metal_density.png
The die is cut into 18 by 22 equal tiles; dark blue is low, red is high, scaled to the fullest tile. Values are wire area over tile area, all layers added.
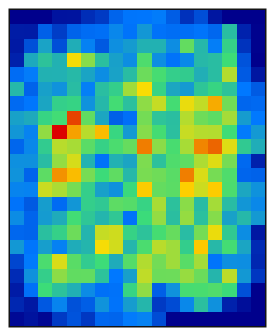
io_fan.png
The bar under the picture is 20 um long.
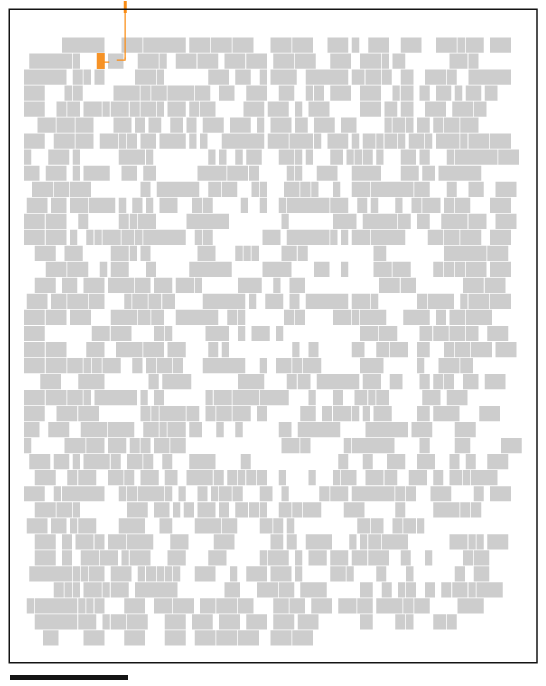
power_grid.png
The bar under the picture is 20 um long. Pins as bars on the die edge. Tap cells in grey.
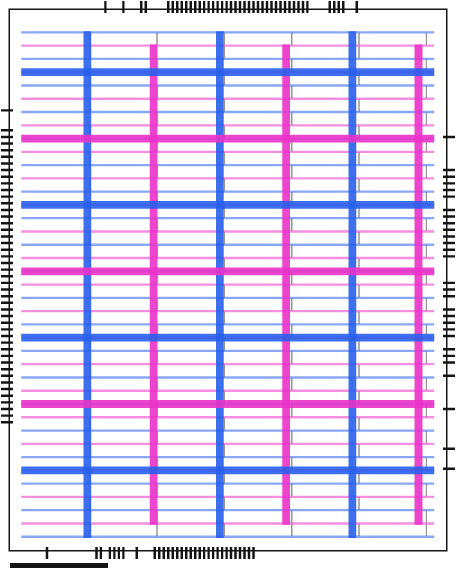
placement_by_type.png
Fill, decap, tap and diode cells in grey.
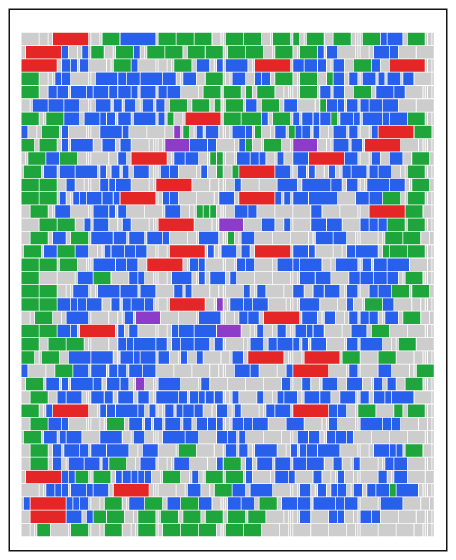
placement.png
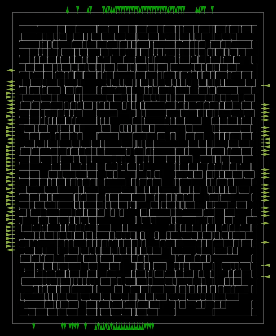
**config.mk**
```make
export PLATFORM = sky130hd
export DESIGN_NAME = pc_jump_unit
export DESIGN_NICKNAME = d
export VERILOG_FILES = /design/src/rtl/pc_jump_pkg.sv /design/src/rtl/pc_jump_unit_ras.sv /design/src/rtl/pc_jump_unit.sv
export SDC_FILE = /design/constraint.sdc
export NUM_CORES = 1
export LEC_CHECK = 0
export CAP_MARGIN = 10
export CORE_ASPECT_RATIO = 1.25
export CORE_MARGIN = 2
export CORE_UTILIZATION = 44
export DETAILED_ROUTE_END_ITERATION = 7
export GPL_TIMING_DRIVEN = 0
export MAX_ROUTING_LAYER = met4
export PLACE_DENSITY = 0.79
export SLEW_MARGIN = 10
export SYNTH_ARGS = -nofsm -noshare
export SYNTH_HDL_FRONTEND = slang
export SYNTH_SLANG_ARGS = --single-unit
```
**constraint.sdc**
```tcl
create_clock -name CLK -period 7.3 [get_ports CLK]
set_clock_uncertainty 0.2 [all_clocks]
set_input_delay 1.825 -clock CLK [delete_from_list [all_inputs] [get_ports CLK]]
set_output_delay 1.825 -clock CLK [all_outputs]
set_load 0.01 [all_outputs]
```
**src/rtl/pc_jump_pkg.sv**
```systemverilog
// Shared definitions for the PC jump unit: next-PC mode encodings and PC increment.
package pc_jump_pkg;

  typedef enum logic [2:0] {
    MODE_SEQ    = 3'd0,
    MODE_BRANCH = 3'd1,
    MODE_JUMP   = 3'd2,
    MODE_JAL    = 3'd3,
    MODE_JR     = 3'd4,
    MODE_RET    = 3'd5
  } mode_e;

  localparam int unsigned PC_INC = 4;

endpackage

```
**src/rtl/pc_jump_unit_ras.sv**
```systemverilog
// Circular return-address stack for pc_jump_unit; a push when full overwrites the oldest entry.
module pc_ras #(
  parameter int unsigned DEPTH = 4,
  parameter int unsigned W     = 32,
  localparam int unsigned AW   = $clog2(DEPTH),
  localparam int unsigned CW   = $clog2(DEPTH + 1)
) (
  input  logic          clk,
  input  logic          rst,
  input  logic          push,
  input  logic          pop,
  input  logic [W-1:0]  push_data,
  output logic [W-1:0]  top,
  output logic [CW-1:0] count,
  output logic          empty,
  output logic          full
);

  logic [W-1:0]  mem_q [DEPTH];
  logic [AW-1:0] sp_q, sp_d;
  logic [CW-1:0] cnt_q, cnt_d;

  // sp_q points at the next free slot; wrapping it makes overwrite-on-full implicit.
  always_comb begin
    sp_d  = sp_q;
    cnt_d = cnt_q;
    if (push) begin
      sp_d = sp_q + AW'(1);
      if (cnt_q != CW'(DEPTH)) cnt_d = cnt_q + CW'(1);
    end else if (pop && (cnt_q != '0)) begin
      sp_d  = sp_q - AW'(1);
      cnt_d = cnt_q - CW'(1);
    end
  end

  always_ff @(posedge clk) begin
    if (rst) begin
      sp_q  <= '0;
      cnt_q <= '0;
    end else begin
      sp_q  <= sp_d;
      cnt_q <= cnt_d;
      if (push) mem_q[sp_q] <= push_data;
    end
  end

  assign top   = mem_q[sp_q - AW'(1)];
  assign count = cnt_q;
  assign empty = (cnt_q == '0);
  assign full  = (cnt_q == CW'(DEPTH));

endmodule

```
**src/rtl/pc_jump_unit.sv**
```systemverilog
// Program-counter next-address unit with optional return-address stack.
// Define PC_JUMP_RAS_EN to build the stack; otherwise JAL acts as JUMP and RET as JR.
module pc_jump_unit
  import pc_jump_pkg::*;
#(
  parameter int unsigned          PC_W      = 32,
  parameter int unsigned          IMM_W     = 26,
  parameter int unsigned          RAS_DEPTH = 4,
  parameter logic [PC_W-1:0]      RESET_PC  = '0
) (
  input  logic             CLK,
  input  logic             RST,
  input  logic             pc_write,
  input  logic [2:0]       mode,
  input  logic [IMM_W-1:0] immediate,
  input  logic [15:0]      br_offset,
  input  logic [PC_W-1:0]  reg_target,
  output logic [PC_W-1:0]  pc,
  output logic [PC_W-1:0]  link_addr,
  output logic             ras_empty,
  output logic             ras_full,
  output logic             misalign_err
);

  localparam logic [PC_W-1:0] JMP_KEEP = ~({PC_W{1'b1}} >> (PC_W - IMM_W - 2));

  logic [PC_W-1:0] pc_q, pc_d;
  logic            err_q, err_d;
  logic [PC_W-1:0] seq_pc, br_ext, jmp_pc, jr_pc;
  logic [17:0]     br_sh;
  logic [PC_W-1:0] ras_top;
  logic            ras_hit;
  mode_e           mode_sel;

  assign mode_sel  = mode_e'(mode);
  assign seq_pc    = pc_q + PC_W'(PC_INC);
  assign br_sh     = {br_offset, 2'b00};
  assign br_ext    = PC_W'($signed(br_sh));
  assign jmp_pc    = (pc_q & JMP_KEEP) | (PC_W'(immediate) << 2);
  assign jr_pc     = {reg_target[PC_W-1:2], 2'b00};

`ifdef PC_JUMP_RAS_EN
  localparam int unsigned CW = $clog2(RAS_DEPTH + 1);
  logic          ras_push, ras_pop;
  logic [CW-1:0] ras_count;

  assign ras_push = pc_write && (mode_sel == MODE_JAL);
  assign ras_pop  = pc_write && (mode_sel == MODE_RET);
  assign ras_hit  = (ras_count != '0);

  pc_ras #(
    .DEPTH (RAS_DEPTH),
    .W     (PC_W)
  ) u_ras (
    .clk       (CLK),
    .rst       (RST),
    .push      (ras_push),
    .pop       (ras_pop),
    .push_data (seq_pc),
    .top       (ras_top),
    .count     (ras_count),
    .empty     (ras_empty),
    .full      (ras_full)
  );
`else
  assign ras_hit   = 1'b0;
  assign ras_top   = '0;
  assign ras_empty = 1'b1;
  assign ras_full  = 1'b0;
`endif

  // An empty stack makes RET fall through to the JR path, misalign check included.
  always_comb begin
    pc_d  = pc_q;
    err_d = 1'b0;
    if (pc_write) begin
      case (mode_sel)
        MODE_BRANCH: pc_d = seq_pc + br_ext;
        MODE_JUMP,
        MODE_JAL:    pc_d = jmp_pc;
        MODE_JR: begin
          pc_d  = jr_pc;
          err_d = (reg_target[1:0] != 2'b00);
        end
        MODE_RET: begin
          if (ras_hit) begin
            pc_d = ras_top;
          end else begin
            pc_d  = jr_pc;
            err_d = (reg_target[1:0] != 2'b00);
          end
        end
        default:     pc_d = seq_pc;
      endcase
    end
  end

  always_ff @(posedge CLK) begin
    if (RST) begin
      pc_q  <= RESET_PC;
      err_q <= 1'b0;
    end else begin
      pc_q  <= pc_d;
      err_q <= err_d;
    end
  end

  assign pc           = pc_q;
  assign link_addr    = seq_pc;
  assign misalign_err = err_q;

endmodule

```
==> run notes <==
fresh numbers from the pnr run: drt initial violations 405, largest net degree at the start of global routing 17, fmax 189 MHz, CP cell instances clkdlybuf4s50_1 > ha_1 > buf_2 > a21oi_1 > o211ai_1 > nor2_1 > o2111ai_1 > a31oi_1 > xor2_1 > a31o_2 > o211ai_1, CTS max path bufs 2, # DRC 0, Sequential Power Share 27.3%, RePlAce Congestion 0.956, number of enable flip-flop cells 0, Root Buffer clkbuf_8, area grow syn2layout 40.6%, relative slew slack 42.6%, Total Power 0.000766 W, Worst setup EP type flip-flop, Max Cap Violations 0, Critical Path End pc[31], CTS buffer count 5, setup bufs post-CTS 0, final setup TNS 0 ps, logic area around 0.0032 mm2, fa+ha+maj area frac 11.1%, Synth Cell Area 0.00401 mm2, final period utilization 72.4%, Register Area just over 600 um2, Top non-seq family AND-OR/OR-AND gates, Log Warnings 30, first-pass GRT wire length between 20 and 25 mm, post-synth top area cell dfxtp_1, Yosys top cell by instances nor2_1, vias in the first global route about 4.8k, Mean Syn Cell Area 7.26 um2, yosys aoi share 29.9%, pre-CTS setup slack 1760 ps, Max FO, Critical Path 16, Simple-Gate Area Share 27.8%, Final Hold Fails 0, Final Max Slew Viols 0, Top Layout Cells 138 x clkdlybuf4s50_1, 50 x nor2_1, 49 x nand2_1, slowest CP cell clkdlybuf4s50_1, Final Setup Violations 0, status completed, GRT overflow 0, P_leak 2.29 nW, final instance area 0.00563 mm2, Post-DP HPWL around 13 mm
Notes on metal_density.png above:
The emptiest ninth of the die: upper left. 32% of the tiles are over half the peak. The fullest tile reaches 0.68. The mean over all tiles is 0.27. 5.1% of the tiles are nearly empty.
GRT Overall Usage: 32.4%
via count: 4,911
WL final: 15.8 mm
mean routed wirelength per cell: 19.3 um

Notes on io_fan.png above:
Key: orange = ras_full [direction output, edge top, end cells 1, buffers 1, wire 10.6 um]
PortBufs: 138
Boundary Pins: 147

Notes on power_grid.png above:
Key: magenta = VDD; blue = VSS
7 straps on met5. 120 tap cells.
maximum vdd drop: 75.7 uV
die height: 111 um
Chip Width: 89.3 um

Notes on placement_by_type.png above:
Key: red = flops [cells 31]; blue = combinational and other logic [cells 496]; purple = clock drivers and dummy loads [cells 8]; green = other buffers and delay cells [cells 167]
Seq/total area: 11.0%
Rows: 38

Notes on placement.png above:
tap cells: 120
Seq cells: 31
# fillers: 823

==> routing by layer <==
metal	vias up	track usage, %	share of wire, %
li1	2361	-	-
met1	2248	39.5	39
met2	257	53.3	50
met3	45	3.80	7.3
met4	0	13.0	4.1
met5	-	-	0
==> flip-flops by register name (all words and copies together) (netlist names) <==
| name | flops |
|---|---|
| misalign_err | 1 |
| pc | 30 |
==> per-stage QoR <==
step	cells	hold WS, ps
final	822	315
after floorplan	556	317
after global placement	814	290
after CTS	822	306
after detailed placement	814	296
after global routing	822	353
==> worst reg2reg max path, delay by kind of cell, from the launching register on <==
family,cells,cell delay [ps]
AOI/OAI and AO/OA,5,850
xor gates and xnor gates,2,720
adders and majority gates,2,460
buffers and inverters,1,300
DFF,1,440
and+or+nand+nor,6,1760
==> area by class of cell <==
| type | instances | area share [%] |
|---|---|---|
| Tap cell | 120 | 2.67 |
| Timing Repair Buffer | 138 | 24.5 |
| Multi-Input combinational cell | 480 | 56.8 |
| Buffer | 29 | 2.49 |
| Clock buffer | 7 | 1.35 |
| Sequential cell | 31 | 11.0 |
| Inverter | 16 | 1.07 |
| Clock inverter | 1 | 0.0888 |
==> power groups by stage <==
stage,Clock [W],Sequential (W),Combinational (W)
floorplan,0,0.000214,0.000231
global placement,0,0.000212,0.000404
detailed placement,0,0.000212,0.000409
CTS,0.000142,0.000209,0.000412
global route,0.000148,0.000212,0.000449
finish,0.000141,0.000209,0.000415
==> cell families (layout without fill, tap and decap cells) <==
group                    after synthesis  in the layout
AND/OR/NAND/NOR                      218            218
AND-OR/OR-AND                        174            174
XOR/XNOR                              46             46
buffers and inverters                 45            191
adder cells (fa/ha/maj)               35             35
flip-flops                            31             31
other                                  2              6
multiplexers                           1              1
No activity file was given, so power comes from the tool's default toggle rates.
